placed.png
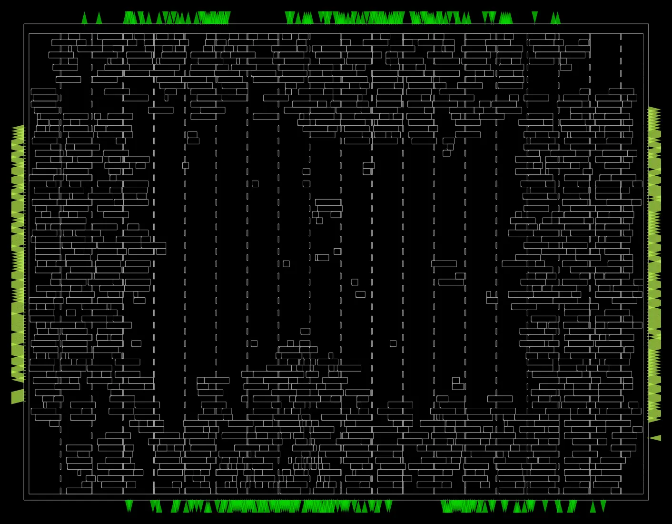
closeup.png
Region (118, 86) to (158, 126) um. Cells in gray, sequential cells in the stronger gray; small squares are vias.
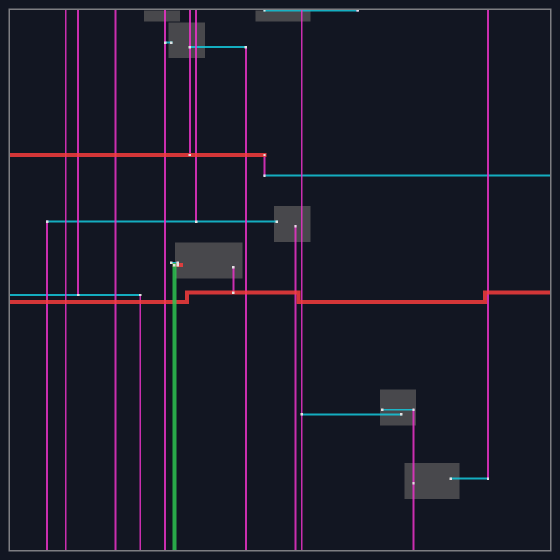
Design pingpong_vec_buf, sky130hd; sources not shown.
==> flow_summary.json <==
{
  "drtAntennaViolNets": 0,
  "area_leaders": "edfxtp_1 (79%), mux2_2 (15%), dfrtp_1 (2.7%)",
  "clock-root-buffer": "clkbuf_8",
  "first_pass_iters": 4,
  "crit_type": "reg -> out",
  "vias": 8325,
  "tool_warnings": 26,
  "die_area_mm2": 0.0584,
  "p_leak_nw": 7.07,
  "dp_hpwl_mm": 24.3,
  "edf_count": 512,
  "slew_headroom": 0.342,
  "swShare": 0.361,
  "use_met1": 0.157,
  "finalInstanceArea_mm2": 0.0218,
  "wl_mm": 39.7,
  "antenna_found_initial": 2,
  "p_comb_frac": 0.292,
  "max-cap-violations": 0,
  "cts-buffers-inserted": 82,
  "layout_min_cycle_time_ps": 7470,
  "reg2reg_slack_ps": 15670,
  "flop_cell": "edfxtp_1",
  "cts_tree": "yes",
  "tns_ps": 0,
  "cts.sinks": 533,
  "yosysSeqAreaShare": 0.821,
  "fin_cells": 1737,
  "grt-busiest-layer": "met2",
  "synthTopLogicFamily": "multiplexers",
  "drive_gt1_frac": 0.398,
  "synth-xor-area-share": 0.00724,
  "clock_latency_ps": 630,
  "use_met3": 0.0696,
  "p_per_area_mw_per_mm2": 164,
  "clk_pin_slew_worst_paths_ps": 60,
  "ys_seq_elements": 533,
  "clock.fmax_mhz": 134,
  "finalCritPeriodShare": 0.402,
  "num_rows": 75,
  "ir_drop_mv": 0.0750,
  "htreeDepth": 3,
  "ctsLongestPathBuffers": 3,
  "ys_warn_count": 0,
  "grt-ovfl-total": 0,
  "post-route-util": 0.392,
  "power.internal_mw": 2.28,
  "finalHoldViolCount": 0,
  "place_area_mm2": 0.0203,
  "clock_power_share": 0.251,
  "synthesis.area_mm2": 0.0194,
  "sequentialPowerShare": 0.456,
  "ys_area_mm2": 0.0194,
  "ys_sh_aoi": 0.00162,
  "grt_max_degree": 85,
  "hp-class": "reg -> reg",
  "grt_pass1_vias": 8571,
  "cp-end-kind": "primary output",
  "drt_iter0_markers": 543,
  "area_delta_synth_final_pct": 12.4,
  "slew_viol_final": 0,
  "topRoutingLayerUsed": "met4",
  "status": "finished, final reports clean"
}
About placed.png:
num tapcells: 731
CORE AREA: 0.0556 mm^2

About closeup.png:
color	layer
magenta	M2
green	M4
cyan	M1
red	M3
most frequent	buf_4 (3), clkbuf_8 (1), buf_6 (1)
sequential cells in the window	0
cells with their middle in the window	5

[final cells by class]
class                   count  area [um^2]
diodes                      1         2.50
clock buffers             102         1290
clock inverters            34          193
fillers                  4972        33800
inverters                   3         11.3
multi-input cells         320         3350
flip-flops and latches    533        15900
well taps                 731          915
repair buffers             13          101
[power groups by stage]
stage          registers (mW)  clock network, mW  logic, mW
2_1_floorplan            1.66                  0      0.907
3_3_place_gp             1.65                  0       1.06
3_5_place_dp             1.65                  0       1.07
4_1_cts                  1.63              0.935       1.07
5_1_grt                  1.65              0.980       1.09
6_report                 1.63              0.897       1.04
[worst max-delay path, stage by stage (launching register included)]
cell	delay, ps
dfrtp_4	940
buf_4	780
buf_4	690
mux2_2	510
